===== config.mk =====
export PLATFORM = sky130hd
export DESIGN_NAME = led_pwm_driver
export DESIGN_NICKNAME = d
export VERILOG_FILES = /design/src/rtl/led_pkg.sv /design/src/rtl/tick_sync.sv /design/src/rtl/led_pwm_driver.sv
export SDC_FILE = /design/constraint.sdc
export NUM_CORES = 1
export LEC_CHECK = 0
export ABC_CLOCK_PERIOD_IN_PS = 5300
export CORE_ASPECT_RATIO = 0.8
export CORE_MARGIN = 8
export CORE_UTILIZATION = 45
export DETAILED_ROUTE_END_ITERATION = 6
export PLACE_DENSITY_LB_ADDON = 0.2
export SETUP_SLACK_MARGIN = 0.2
export SLEW_MARGIN = 30
export SYNTH_ARGS = -nofsm -noshare
export SYNTH_HDL_FRONTEND = slang
export SYNTH_SLANG_ARGS = --single-unit

===== constraint.sdc =====
create_clock -name CLKIN -period 5.3 [get_ports CLKIN]
set_clock_uncertainty 0.15 [all_clocks]
set_input_delay 0.795 -clock CLKIN [delete_from_list [all_inputs] [get_ports CLKIN]]
set_output_delay 0.795 -clock CLKIN [all_outputs]
set_load 0.01 [all_outputs]

===== src/rtl/led_pkg.sv =====
// Shared types and defaults for the LED PWM driver.
package led_pkg;

   localparam int LED_PWM_BITS_DEF = 8;

   typedef enum logic [1:0] {
      ST_OFF = 2'd0,
      ST_ARM = 2'd1,
      ST_RUN = 2'd2
   } led_state_t;

endpackage


===== src/rtl/tick_sync.sv =====
// Two-flop synchronizer for the divided clock plus a registered rising-edge detect.
// A rise sampled at edge k is presented on TICK for the cycle consumed at edge k+3.
module tick_sync (
   input  logic CLKIN,
   input  logic SCLR_L,
   input  logic TICK_IN,
   output logic TICK
);

   logic r_sync1;
   logic r_sync2;
   logic r_prev;
   logic r_tick;

   always_ff @(posedge CLKIN) begin
      if (!SCLR_L) begin
         r_sync1 <= 1'b0;
         r_sync2 <= 1'b0;
         r_prev  <= 1'b0;
         r_tick  <= 1'b0;
      end else begin
         r_sync1 <= TICK_IN;
         r_sync2 <= r_sync1;
         r_prev  <= r_sync2;
         r_tick  <= r_sync2 & ~r_prev;
      end
   end

   assign TICK = r_tick;

endmodule


===== src/rtl/led_pwm_driver.sv =====
// Multi-channel PWM LED driver: OFF/ARM/RUN engine, shadow/active duty banks, registered compare.
// Shadow duties are copied to active on RUN entry and at every phase wrap; writes stall only in that copy cycle.
module led_pwm_driver
   import led_pkg::*;
#(
   parameter int NLED     = 4,
   parameter int PWM_BITS = LED_PWM_BITS_DEF
) (
   input  logic                     CLKIN,
   input  logic                     SCLR_L,
   input  logic                     TICK_IN,
   input  logic                     EN,
   input  logic                     WR_VALID,
   output logic                     WR_READY,
   input  logic [$clog2(NLED)-1:0]  WR_IDX,
   input  logic [PWM_BITS-1:0]      WR_DUTY,
   output logic [NLED-1:0]          LED_OUT,
   output logic                     FRAME_DONE
);

   localparam logic [PWM_BITS-1:0] PHASE_MAX = '1;

   led_state_t           r_state;
   led_state_t           w_state_nxt;
   logic [PWM_BITS-1:0]  r_phase;
   logic [PWM_BITS-1:0]  w_phase_nxt;
   logic [PWM_BITS-1:0]  r_shadow [NLED];
   logic [PWM_BITS-1:0]  r_active [NLED];
   logic [NLED-1:0]      r_led;
   logic [NLED-1:0]      w_led_cmp;
   logic                 r_frame_done;
   logic                 r_rdy;
   logic                 w_tick;
   logic                 w_copy;
   logic                 w_wrap;
   logic                 w_wr_acc;

   tick_sync u_tick_sync (
      .CLKIN   (CLKIN),
      .SCLR_L  (SCLR_L),
      .TICK_IN (TICK_IN),
      .TICK    (w_tick)
   );

   // Dropping EN always takes priority over a coincident tick.
   always_comb begin
      w_state_nxt = r_state;
      w_phase_nxt = r_phase;
      w_copy      = 1'b0;
      w_wrap      = 1'b0;
      case (r_state)
         ST_OFF: begin
            if (EN) begin
               w_state_nxt = ST_ARM;
            end
         end
         ST_ARM: begin
            if (!EN) begin
               w_state_nxt = ST_OFF;
            end else if (w_tick) begin
               w_state_nxt = ST_RUN;
               w_phase_nxt = '0;
               w_copy      = 1'b1;
            end
         end
         ST_RUN: begin
            if (!EN) begin
               w_state_nxt = ST_OFF;
               w_phase_nxt = '0;
            end else if (w_tick) begin
               w_phase_nxt = r_phase + PWM_BITS'(1);
               if (r_phase == PHASE_MAX) begin
                  w_wrap = 1'b1;
                  w_copy = 1'b1;
               end
            end
         end
         default: begin
            w_state_nxt = ST_OFF;
            w_phase_nxt = '0;
         end
      endcase
   end

   always_comb begin
      w_led_cmp = '0;
      for (int i = 0; i < NLED; i++) begin
         w_led_cmp[i] = (r_phase < r_active[i]);
      end
   end

   assign WR_READY = r_rdy & ~w_copy;
   assign w_wr_acc = WR_VALID & WR_READY;

   always_ff @(posedge CLKIN) begin
      if (!SCLR_L) begin
         r_state      <= ST_OFF;
         r_phase      <= '0;
         r_led        <= '0;
         r_frame_done <= 1'b0;
         r_rdy        <= 1'b0;
         for (int i = 0; i < NLED; i++) begin
            r_shadow[i] <= '0;
            r_active[i] <= '0;
         end
      end else begin
         r_state      <= w_state_nxt;
         r_phase      <= w_phase_nxt;
         r_frame_done <= w_wrap;
         r_rdy        <= 1'b1;
         // Outputs are forced low on the same edge the engine leaves RUN.
         r_led        <= (r_state == ST_RUN && w_state_nxt == ST_RUN) ? w_led_cmp : '0;
         for (int i = 0; i < NLED; i++) begin
            if (w_copy) begin
               r_active[i] <= r_shadow[i];
            end
         end
         if (w_wr_acc && (int'(WR_IDX) < NLED)) begin
            r_shadow[WR_IDX] <= WR_DUTY;
         end
      end
   end

   assign LED_OUT    = r_led;
   assign FRAME_DONE = r_frame_done;

endmodule


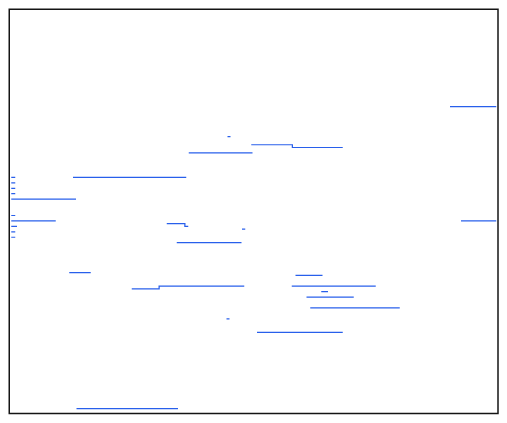
(met3 routing)
Drawn at 4 px/um.
- longest straight run: 28.1 um
- nets with wire on the layer: 24
- wire length on this layer: 284 um

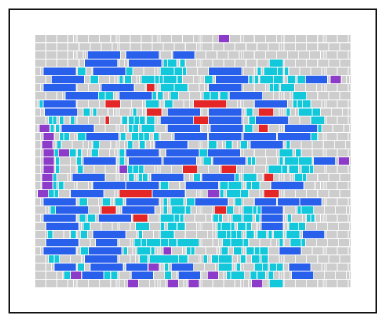
(placement by cell class)
Drawn at 3 px/um. Fill, decap, tap and diode cells in grey.
- flops: blue (cells 84)
- clock drivers and dummy loads: red (cells 16)
- combinational and other logic: cyan (cells 246)
- other buffers and delay cells: purple (cells 23)

==> changes_impl.md <==
## Implementation

* Outcome: complete, no violations
* Cell Type Count at 39
* Slowest cell on crit path: clkdlybuf4s50_1
* Dominant Register Cell: edfxtp_1
* Critical path class: in2out
* R2R Path Start: r_phase[1]
* Via count at between 2000 and 2500
* YS chip area at approximately 4000 um2
* Mean Syn Cell Area at between 10 and 15 um2
* Mapped cell area at slightly above 4000 um2
* Fmax at between 200 and 250 MHz
* Synthesized registers at 84
* Area post-placement at 4330 um2
* Cell count after synthesis at 344
* Die Y at 101 um
* CTS tree: done
* FILL cells at 796
* WP data arrival at between 3 and 4 ns
* Worst Hold Class: reg2reg
* Die area at roughly 12000 um2
* I/O Buffers at 20
* Total core area at roughly 9000 um2
* Final Hold Violation Tally at 0
* Slew headroom at between 50% and 60%
* Nets at 412
* Total stage count of the critical path at 6
* Clock Tree Root: clkbuf_8
* Period minus WS final at between 4 and 5 ns
* Peak supply drop at about 0.00015 V
* Reg clk slew, reported paths at ~0.080 ns
* Biggest regs: r_active x32, r_shadow x32, r_phase x8
* Die Wd at around 120 um
* # H-tree levels at 3
* Floorplan utilization at between 40% and 50%
* Log Warnings at 29
* Boundary Pins at 21
* RSZ-0062 raised after global routing: no
* Slew Viols, Final at 0
* P_leak at approximately 1.8 nW
* Critical Path Sink: WR_READY
* Register area share after synthesis at between 50% and 60%
* First-pass GRT wire length at approximately 13000 um
* Ys async rst share at 0%
* MaxCap Viol Count at 0
* Power Density at 288 nW/um2
* Synthesis warning total at 0
* Drt pass-1 iters at 4
* Reg2reg setup slack at approximately 2.3 ns
* Worst r2r dst: r_shadow[3][5]
* CTS sink count at 84
* Sw Ratio at a little over a fifth
* Clock buffer depth at 2
* Post-route setup TNS at 0 ns
* Most used logic cell in the final layout: edfxtp_1
* Crit. End Element: primary output
* DRT iter0 DRCs at 144
* Antenna diode count at 0
* CP cell instances: clkdlybuf4s50_1 -> nand2_2 -> or4_4 -> a21o_2 -> and2_1 -> clkdlybuf4s50_1
* Postcts setup bufs at 0
* Total Wirelength at roughly 7400 um
* Count of library flops with an enable pin at 64
* Share of post-route cells with drive strength above 1 at a little under an eighth
* Via density at roughly 4.9
* Largest net degree at the start of global routing at 33
* DP Wirelength at approximately 5000 um
* Most numerous logic cells after layout: edfxtp_1, inv_1, ha_1
* Antenna violations before repair at 0
* Hold buffer count at CTS at 0
* Post-route ant nets at 0
* Sequential fraction of design power at around 56%
* CP Launch Point: EN
* DRC violations left at 0
* NetSw at ~0.29 mW
* Most frequent CP cell: clkdlybuf4s50_1
* Ys cells at around 340
* Final setup viols at 0
* Crit-path max FO at 10
* Setup crit start kind: primary input
* Logic gate share of total power at under 10%
* WP data required at about 4.4 ns
* Vias in the first global route at around 2400
* Reg2Reg Depth at 5
* Post-Syn Nets at between 300 and 400
* Clock share of power at a little under two fifths
* Final Cycle Share at around three quarters
* Top delay family on crit path: buffers and inverters
* Internal power at just over 1 mW
* CTS Buf Count at 9
* Final GP Congestion at between 0.7 and 0.8
* Worst Path Buf+Inv at 2
* Late-Pin Clk Latency at 0.34 ns
* Hold_ws at 0.252 ns
* Crit-path max cell delay at 0.64 ns
* Std-Cell Rows at 31
* Post-CTS Resized at 0
* Transition time of the tightest slew-check pin at 0.743 ns
* Overflow after GRT at 0
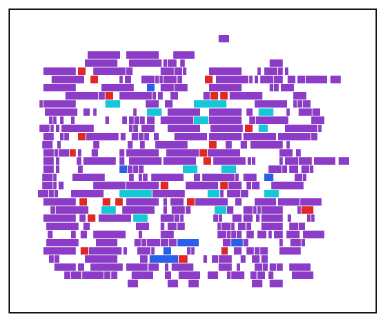
(sizing map)
Drawn at 3 px/um.
- _0 and _1 cells: purple (cells 325; share 88%; most used edfxtp_1)
- _3 and _4 cells: blue (cells 7; share 1.9%; most used buf_4)
- _2 cells: red (cells 23; share 6.2%; most used and2_2)
- _6 and larger: cyan (cells 14; share 3.8%; most used clkbuf_8)
area grow syn2layout: 13.2%
worst setup margin: 1.30 ns
final instance area: 4560 um2

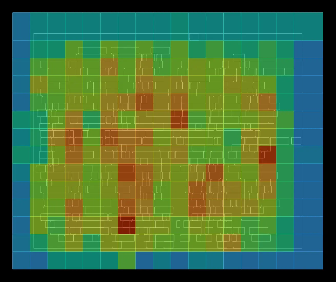
(routing congestion)
DR WL/cell: 15.2 um
Core Util, Final: 51.4%
met1 usage: 18.4%
met3 Usage GRT: 4.26%
All-Layer GR Usage: 13.6%

## per-layer routing
metal	track usage [%]	up-vias	routed length (um)
li1	-	1252	-
met1	18.4	1093	3760
met2	20.5	44	3220
met3	4.26	6	283
met4	3.78	0	101
met5	0	-	0
## how the worst min path moves through the flow
stage | from | end | cells after the start
floorplan | u_tick_sync.r_prev | u_tick_sync.TICK | 1
global placement | u_tick_sync.r_prev | u_tick_sync.TICK | 1
detailed placement | u_tick_sync.r_prev | u_tick_sync.TICK | 1
CTS | u_tick_sync.r_prev | u_tick_sync.TICK | 1
global route | u_tick_sync.r_prev | u_tick_sync.TICK | 1
finish | u_tick_sync.r_prev | u_tick_sync.TICK | 1
## area by class of cell
type | instances | area [um2] | share of cell area (%)
repair buffers | 23 | 226 | 4.96
multi-input cells | 211 | 1520 | 33.2
clock buffers | 10 | 128 | 2.80
inverters | 35 | 131 | 2.88
flip-flops and latches | 84 | 2320 | 50.9
well taps | 115 | 144 | 3.15
clock inverters | 6 | 96.3 | 2.11
## kinds of logic (layout without fill, tap and decap cells)
family | count (synthesis) | count (layout) | share of synthesized area, %
compound gates | 46 | 46 | 8.41
xor+xnor | 6 | 6 | 1.30
fa+ha+maj | 33 | 33 | 10.2
buf+inv | 49 | 74 | 4.84
flops | 84 | 84 | 57.6
mux | 2 | 2 | 0.527
simple gates | 124 | 124 | 17.1
## synthesized netlist by cell type (2+ instances only)
library cell | instances | area (um2)
a21oi_1 | 6 | 30.0
o21bai_1 | 4 | 30.0
ha_1 | 33 | 413
dfxtp_1 | 20 | 400
o211ai_1 | 2 | 15.0
a2111oi_0 | 2 | 17.5
edfxtp_1 | 64 | 1920
and4_1 | 4 | 35.0
clkbuf_2 | 3 | 15.0
nand2_1 | 15 | 56.3
a21o_1 | 6 | 45.0
xnor2_1 | 6 | 52.6
o21ai_0 | 9 | 45.0
nor2_1 | 19 | 71.3
and2_1 | 17 | 106
nand2b_1 | 7 | 43.8
nand4_1 | 4 | 25.0
buf_2 | 3 | 15.0
nand3_1 | 9 | 45.0
a211oi_1 | 11 | 82.6
and2_2 | 19 | 143
buf_1 | 3 | 11.3
inv_1 | 35 | 131
nor2b_1 | 2 | 12.5
clkbuf_1 | 4 | 15.0
nor3_1 | 24 | 120
## per-stage QoR
| step | util [%] | std cells | total power, mW | worst slack (ns) |
|---|---|---|---|---|
| after floorplan | - | 344 | 0.801 | 2.25 |
| after global placement | 48.7 | 467 | 0.828 | 1.33 |
| after detailed placement | 48.7 | 467 | 0.831 | 1.30 |
| after CTS | 51.2 | 483 | 1.33 | 1.30 |
| after global routing | 51.4 | 484 | 1.38 | 1.21 |
| final | 51.4 | 484 | 1.32 | 1.30 |
## power by group through the flow
stage               sequential [mW]  clock (mW)  combinational (mW)
floorplan                     0.748           0              0.0538
CTS                           0.738       0.518              0.0784
global placement              0.752           0              0.0758
finish                        0.737       0.501              0.0783
global route                  0.740       0.550              0.0895
detailed placement            0.753           0              0.0780
Power and IR drop assume default switching activity.
